--- config.mk ---
export PLATFORM = sky130hd
export DESIGN_NAME = frame_sequencer
export DESIGN_NICKNAME = d
export VERILOG_FILES = /design/src/rtl/frame_sequencer.sv
export SDC_FILE = /design/constraint.sdc
export NUM_CORES = 1
export LEC_CHECK = 0
export CELL_PAD_IN_SITES_DETAIL_PLACEMENT = 1
export CELL_PAD_IN_SITES_GLOBAL_PLACEMENT = 1
export CORE_MARGIN = 4
export CORE_UTILIZATION = 25
export CTS_BUF_LIST = sky130_fd_sc_hd__clkbuf_4
export DETAILED_ROUTE_END_ITERATION = 16
export HOLD_SLACK_MARGIN = 0.05
export PLACE_DENSITY = 0.47
export SLEW_MARGIN = 20
export SYNTH_ARGS = -nofsm -noshare
export SYNTH_HDL_FRONTEND = slang
export SYNTH_SLANG_ARGS = --single-unit
export TNS_END_PERCENT = 1
--- constraint.sdc ---
create_clock -name clk -period 4.99 [get_ports clk]
set_clock_uncertainty 0.2 [all_clocks]
set_input_delay 1.2475 -clock clk [delete_from_list [all_inputs] [get_ports clk]]
set_output_delay 1.2475 -clock clk [all_outputs]
set_load 0.01 [all_outputs]
--- src/rtl/frame_sequencer.sv ---
`timescale 1ns / 1ps
`default_nettype none
// ============================================================================
// Module      : frame_sequencer
// Description : APU frame counter producing quarter/half-frame enables and
//               the level frame IRQ; configured by synchronised $4017 writes.
// Revision    : 1.0 - initial release
// ============================================================================
module frame_sequencer #(
    parameter int STEP1       = 7457,
    parameter int STEP2       = 14913,
    parameter int STEP3       = 22371,
    parameter int STEP4       = 29829,
    parameter int STEP5       = 37281,
    parameter int WRITE_DELAY = 3,
    parameter int CNT_W       = 16
) (
    input  logic       clk,
    input  logic       rst_n,
    input  logic [7:0] reg_4017,
    input  logic       reg_change,
    input  logic       irq_ack,
    output logic       quarter_frame,
    output logic       half_frame,
    output logic       frame_irq,
    output logic       mode_5step
);

    localparam logic [CNT_W-1:0] c_step1 = CNT_W'(STEP1);
    localparam logic [CNT_W-1:0] c_step2 = CNT_W'(STEP2);
    localparam logic [CNT_W-1:0] c_step3 = CNT_W'(STEP3);
    localparam logic [CNT_W-1:0] c_step4 = CNT_W'(STEP4);
    localparam logic [CNT_W-1:0] c_step5 = CNT_W'(STEP5);
    localparam logic [2:0]       c_delay = 3'(WRITE_DELAY);

    typedef enum logic [0:0] {
        ST_IDLE    = 1'b0,
        ST_PENDING = 1'b1
    } wr_state_t;

    wr_state_t        r_state;
    wr_state_t        w_state_next;

    logic [2:0]       r_chg_sync;
    logic [2:0]       r_ack_sync;
    logic [1:0]       r_arm;
    logic             r_write_event;
    logic             r_ack_event;

    logic             r_pending_mode;
    logic             r_inhibit;
    logic [2:0]       r_delay;
    logic             r_mode;
    logic [CNT_W-1:0] r_cnt;
    logic             r_quarter;
    logic             r_half;
    logic             r_irq;

    logic             w_active;
    logic [2:0]       w_delay_cur;
    logic [2:0]       w_delay_next;
    logic             w_restart;
    logic             w_new_mode;
    logic             w_at_s1;
    logic             w_at_s2;
    logic             w_at_s3;
    logic             w_at_s4;
    logic             w_at_s5;
    logic             w_last_step;
    logic             w_q_step;
    logic             w_h_step;
    logic             w_irq_set;
    logic             w_irq_clr;
    logic [CNT_W-1:0] w_cnt_next;
    logic             w_quarter_next;
    logic             w_half_next;
    logic             w_irq_next;
    logic             w_unused;

    assign w_unused = ^reg_4017[5:0];

    // Edge detection is held off until the synchronisers have been refilled
    // after reset, so a toggle level left over from before reset is ignored.
    always_ff @(posedge clk or negedge rst_n) begin
        if (!rst_n) begin
            r_chg_sync    <= 3'b000;
            r_ack_sync    <= 3'b000;
            r_arm         <= 2'd0;
            r_write_event <= 1'b0;
            r_ack_event   <= 1'b0;
        end else begin
            r_chg_sync    <= {r_chg_sync[1:0], reg_change};
            r_ack_sync    <= {r_ack_sync[1:0], irq_ack};
            if (r_arm != 2'd3) begin
                r_arm <= r_arm + 2'd1;
            end
            r_write_event <= (r_arm == 2'd3) && (r_chg_sync[1] != r_chg_sync[2]);
            r_ack_event   <= (r_arm == 2'd3) && (r_ack_sync[1] != r_ack_sync[2]);
        end
    end

    // The write-event clock counts as the first of the WRITE_DELAY clocks;
    // a new write while one is pending simply restarts the countdown.
    always_comb begin
        w_active     = r_write_event || (r_state == ST_PENDING);
        w_delay_cur  = r_write_event ? c_delay : r_delay;
        w_restart    = w_active && (w_delay_cur == 3'd1);
        w_delay_next = w_active ? (w_delay_cur - 3'd1) : r_delay;
        w_new_mode   = r_write_event ? reg_4017[7] : r_pending_mode;

        w_state_next = r_state;
        if (w_restart) begin
            w_state_next = ST_IDLE;
        end else if (r_write_event) begin
            w_state_next = ST_PENDING;
        end
    end

    always_comb begin
        w_at_s1     = (r_cnt == c_step1);
        w_at_s2     = (r_cnt == c_step2);
        w_at_s3     = (r_cnt == c_step3);
        w_at_s4     = (r_cnt == c_step4);
        w_at_s5     = (r_cnt == c_step5);
        w_last_step = r_mode ? w_at_s5 : w_at_s4;
        w_q_step    = w_at_s1 || w_at_s2 || w_at_s3 || w_last_step;
        w_h_step    = w_at_s2 || w_last_step;
        w_irq_set   = w_at_s4 && !r_mode && !r_inhibit && !w_restart;
        w_irq_clr   = r_ack_event || (r_write_event && reg_4017[6]);

        w_cnt_next     = r_cnt + {{(CNT_W-1){1'b0}}, 1'b1};
        w_quarter_next = w_q_step;
        w_half_next    = w_h_step;
        if (w_restart) begin
            // A restart overrides any step decode landing on the same clock.
            w_cnt_next     = '0;
            w_quarter_next = w_new_mode;
            w_half_next    = w_new_mode;
        end else if (w_last_step) begin
            w_cnt_next = '0;
        end

        w_irq_next = r_irq;
        if (w_irq_set) begin
            w_irq_next = 1'b1;
        end else if (w_irq_clr) begin
            w_irq_next = 1'b0;
        end
    end

    always_ff @(posedge clk or negedge rst_n) begin
        if (!rst_n) begin
            r_state        <= ST_IDLE;
            r_pending_mode <= 1'b0;
            r_inhibit      <= 1'b0;
            r_delay        <= 3'd0;
            r_mode         <= 1'b0;
            r_cnt          <= '0;
            r_quarter      <= 1'b0;
            r_half         <= 1'b0;
            r_irq          <= 1'b0;
        end else begin
            r_state   <= w_state_next;
            r_delay   <= w_delay_next;
            r_cnt     <= w_cnt_next;
            r_quarter <= w_quarter_next;
            r_half    <= w_half_next;
            r_irq     <= w_irq_next;
            if (r_write_event) begin
                r_pending_mode <= reg_4017[7];
                r_inhibit      <= reg_4017[6];
            end
            if (w_restart) begin
                r_mode <= w_new_mode;
            end
        end
    end

    assign quarter_frame = r_quarter;
    assign half_frame    = r_half;
    assign frame_irq     = r_irq;
    assign mode_5step    = r_mode;

endmodule
`default_nettype wire

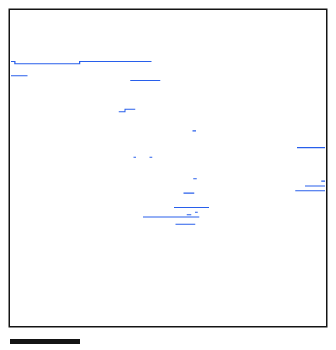
Figure 1: M3 wires.
Scale bar: 20 µm.
main direction: horizontal
share of all routed wire: 3.4%
vias after detailed routing: 1,142
met3 Use GR: 2.67%
WL final: 3.45 mm

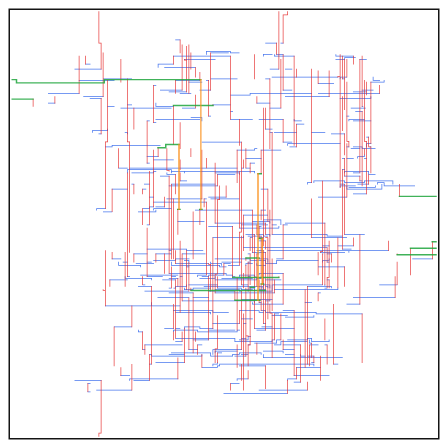
Figure 2: wiring by layer.
[green] metal 3 | wire length: 117 µm
[orange] metal 4 | wire length: 76.8 µm
[blue] metal 1 | wire length: 1,530 µm
[red] metal 2 | wire length: 1,730 µm
routed length per instance: 14.3 µm
All-Layer GR Usage: 9.09%

==> results.py <==
# Auto-generated metrics
metrics = {
    "clock_tree": {
        "insertion_delay_ps": 340,
        "path_clk_slew_ps": 120,
        "clk_path_buf_depth": 2,
        "postCtsSetupBuffers": 0,
        "clock-sinks": 36,
        "cts_buffers": 5,
        "cts_hold_buf": 0,
        "cts_tree": "built",
        "root_buffer": "clkbuf_4",
        "cts_max_level": 2,
        "cts-resized-gates": 0,
    },
    "global_route": {
        "antenna_found_initial": 0,
        "grt_pass1_vias": 1263,
        "grt_overflow_total": 0,
        "grt_pass1_wl_mm": 5.98,
        "grt_max_degree": 37,
    },
    "detailed_routing": {
        "via_per_inst": 4.72,
        "ant_nets": 0,
        "drc_errors": 0,
        "dr.pass1.iters": 4,
        "drt-initial-drc-count": 54,
    },
    "pwr": {
        "vdd_ir_drop_max_mv": 0.0921,
        "leakage_nw": 0.825,
        "power_density_mw_per_mm2": 390,
    },
    "die": {
        "ios": 16,
        "rows": 29,
        "die_x_um": 89.7,
        "die_height_um": 89.7,
        "core-area_mm2": 0.00642,
        "fp-utilization_pct": 26.0,
        "dieArea_mm2": 0.00805,
    },
    "final_layout": {
        "nFillCells": 721,
        "drive_above_1_share_pct": 10.3,
        "nNetsFinal": 181,
        "finalNonFillerCells": 242,
        "antenna_cells": 0,
        "syn2layout_area_growth_pct": 12.7,
    },
    "worst_hold_path": {
        "hold_path_depth": 0,
        "min_from": "r_chg_sync[0]",
        "min_to": "r_chg_sync[1]",
        "min_path_type": "flop to flop",
    },
    "worst_setup_path": {
        "cp.arrival_ps": 1320,
        "critPathTopFamily": "buffers and inverters",
        "reg2reg_depth": 5,
        "cpPeakStageDelay_ps": 560,
        "cp-start-kind": "flop",
        "ff2ff_setup_slack_ps": 2670,
        "r2r_start": "r_write_event",
        "crit_buf_inv": 1,
        "r2r_end": "quarter_frame",
        "crit_fanout": 4,
        "crit_chain": "clkdlybuf4s50_1",
        "startpoint": "mode_5step",
        "path_class": "flop to primary output",
        "critical_path_required_ps": 3540,
        "crit_path_top_delay_cell": "clkdlybuf4s50_1",
        "endpoint_kind": "primary output",
    },
    "synth": {
        "ys.flop_type": "dfrtp_1",
        "common_cells": "dfrtp_1 (36), nor2_1 (22), xor2_1 (11), nand2_1 (8), nand3_1 (8)",
        "ys_seq_share_pct": 53.9,
        "syn-cell-area_mm2": 0.00167,
        "most_common_cell": "dfrtp_1",
        "synth_largest_type_area_fraction_pct": 53.9,
        "ys_types": 34,
        "synthTopCellsByArea": "dfrtp_1 (54%), xor2_1 (5.8%), nor2_1 (4.9%)",
        "yosys_cells": 153,
        "yosysWarnings": 0,
        "largest_area_cell": "dfrtp_1",
        "numSynthFlops": 36,
        "syn_avg_cell_area_um2": 10.9,
        "edf_count": 0,
        "synth_nets": 170,
        "ys_area_mm2": 0.00167,
        "synthCells": 153,
        "synthArstFlopShare_pct": 100,
    },
    "placement": {
        "portBuffers": 9,
        "dp_slack_ps": 2130,
        "dp.cells": 234,
        "dp_hpwl_mm": 2.47,
        "globalplace.congestion": 0.740,
    },
    "sta": {
        "slew_violations": 0,
        "fin_crit_sh_pct": 55.5,
        "slew_headroom_pct": 65.9,
        "finalSetupViolCount": 0,
        "rsz0062_at_grt": "no",
        "fin_ws_ps": 2220,
        "fmax_mhz": 361,
        "period_needed_ps": 2770,
        "fin_setup_tns_ps": 0,
        "hold_slack_ps": 159,
        "hold_viol_final": 0,
        "worstMarginPinSlew_ps": 508,
    },
    "flow_run": {
        "maxCapViolCount": 0,
        "warnings": 34,
    },
    "run_status": {
        "outcome": "completed",
    },
}
sequential cells by signal (all words and copies together) (netlist names):
signal	count
frame_irq	1
r_inhibit	1
r_state	1
r_chg_sync	3
quarter_frame	1
r_ack_event	1
half_frame	1
r_arm	2
r_cnt	16
r_write_event	1
r_pending_mode	1
r_ack_sync	3
r_delay	3
mode_5step	1
cell usage in the layout (no fill, tap or decap), drive strengths merged:
cell,count
nor3,2
nand3,9
clkdlybuf4s50,9
nor4b,5
inv,4
a211o,1
and2,4
nor2b,2
nand4,6
nand4b,1
a21oi,2
a21o,1
ha,5
o21ai,4
and3,5
dfrtp,36
clkinvlp,1
and4b,1
mux2,4
xnor2,7
clkinv,1
or2,2
nor4,2
o21a,1
clkbuf,6
nand3b,1
nand2,8
buf,1
xor2,11
nand2b,1
nor2,22
how the worst max path moves through the flow:
stage | to | cells after the start
detailed placement | quarter_frame | 5
global route | mode_5step | 1
floorplan | quarter_frame | 4
CTS | mode_5step | 1
global placement | quarter_frame | 5
finish | mode_5step | 1
cell type report:
type | count | area (µm²) | area share, %
well taps | 77 | 96.3 | 5.12
flip-flops and latches | 36 | 901 | 47.9
inverters | 4 | 15.0 | 0.798
repair buffers | 10 | 97.6 | 5.19
clock inverters | 2 | 11.3 | 0.598
multi-input cells | 107 | 716 | 38.0
clock buffers | 6 | 45.0 | 2.39
cell families (layout without fill, tap and decap cells):
| kind of cell | Yosys count | in the layout | synth area share, % |
|---|---|---|---|
| DFF | 36 | 36 | 53.9 |
| adders and majority gates | 5 | 5 | 3.75 |
| xor gates and xnor gates | 18 | 18 | 9.44 |
| buffers and inverters | 10 | 22 | 3.22 |
| muxes | 4 | 4 | 2.92 |
| and+or+nand+nor | 71 | 71 | 23.3 |
| AOI/OAI and AO/OA | 9 | 9 | 3.45 |
routing by layer:
layer  GRT usage (%)  vias to the layer above  part of all wire [%]
met5               0                        -                     0
met4            4.85                        0                   2.2
met3            2.67                        8                   3.4
met2            15.1                       24                    50
met1            10.6                      566                    44
li1                -                      544                     -
power by group:
| part | total, mW | switching [mW] | internal (mW) |
|---|---|---|---|
| combinational | 0.178 | 0.0890 | 0.0887 |
| sequential | 0.402 | 0.0595 | 0.342 |
| clock | 0.155 | 0.0958 | 0.0591 |
| total | 0.734 | 0.244 | 0.490 |
through the flow:
| step | cell area, µm² | total power, mW | util [%] |
|---|---|---|---|
| 2_1_floorplan | 1670 | 0.525 | - |
| 3_3_place_gp | 1830 | 0.579 | 28.4 |
| 3_5_place_dp | 1830 | 0.591 | 28.4 |
| 4_1_cts | 1880 | 0.756 | 29.3 |
| 5_1_grt | 1880 | 0.796 | 29.3 |
| 6_report | 1880 | 0.734 | 29.3 |
Power figures rest on the tool's default switching activity, not on a simulated workload.
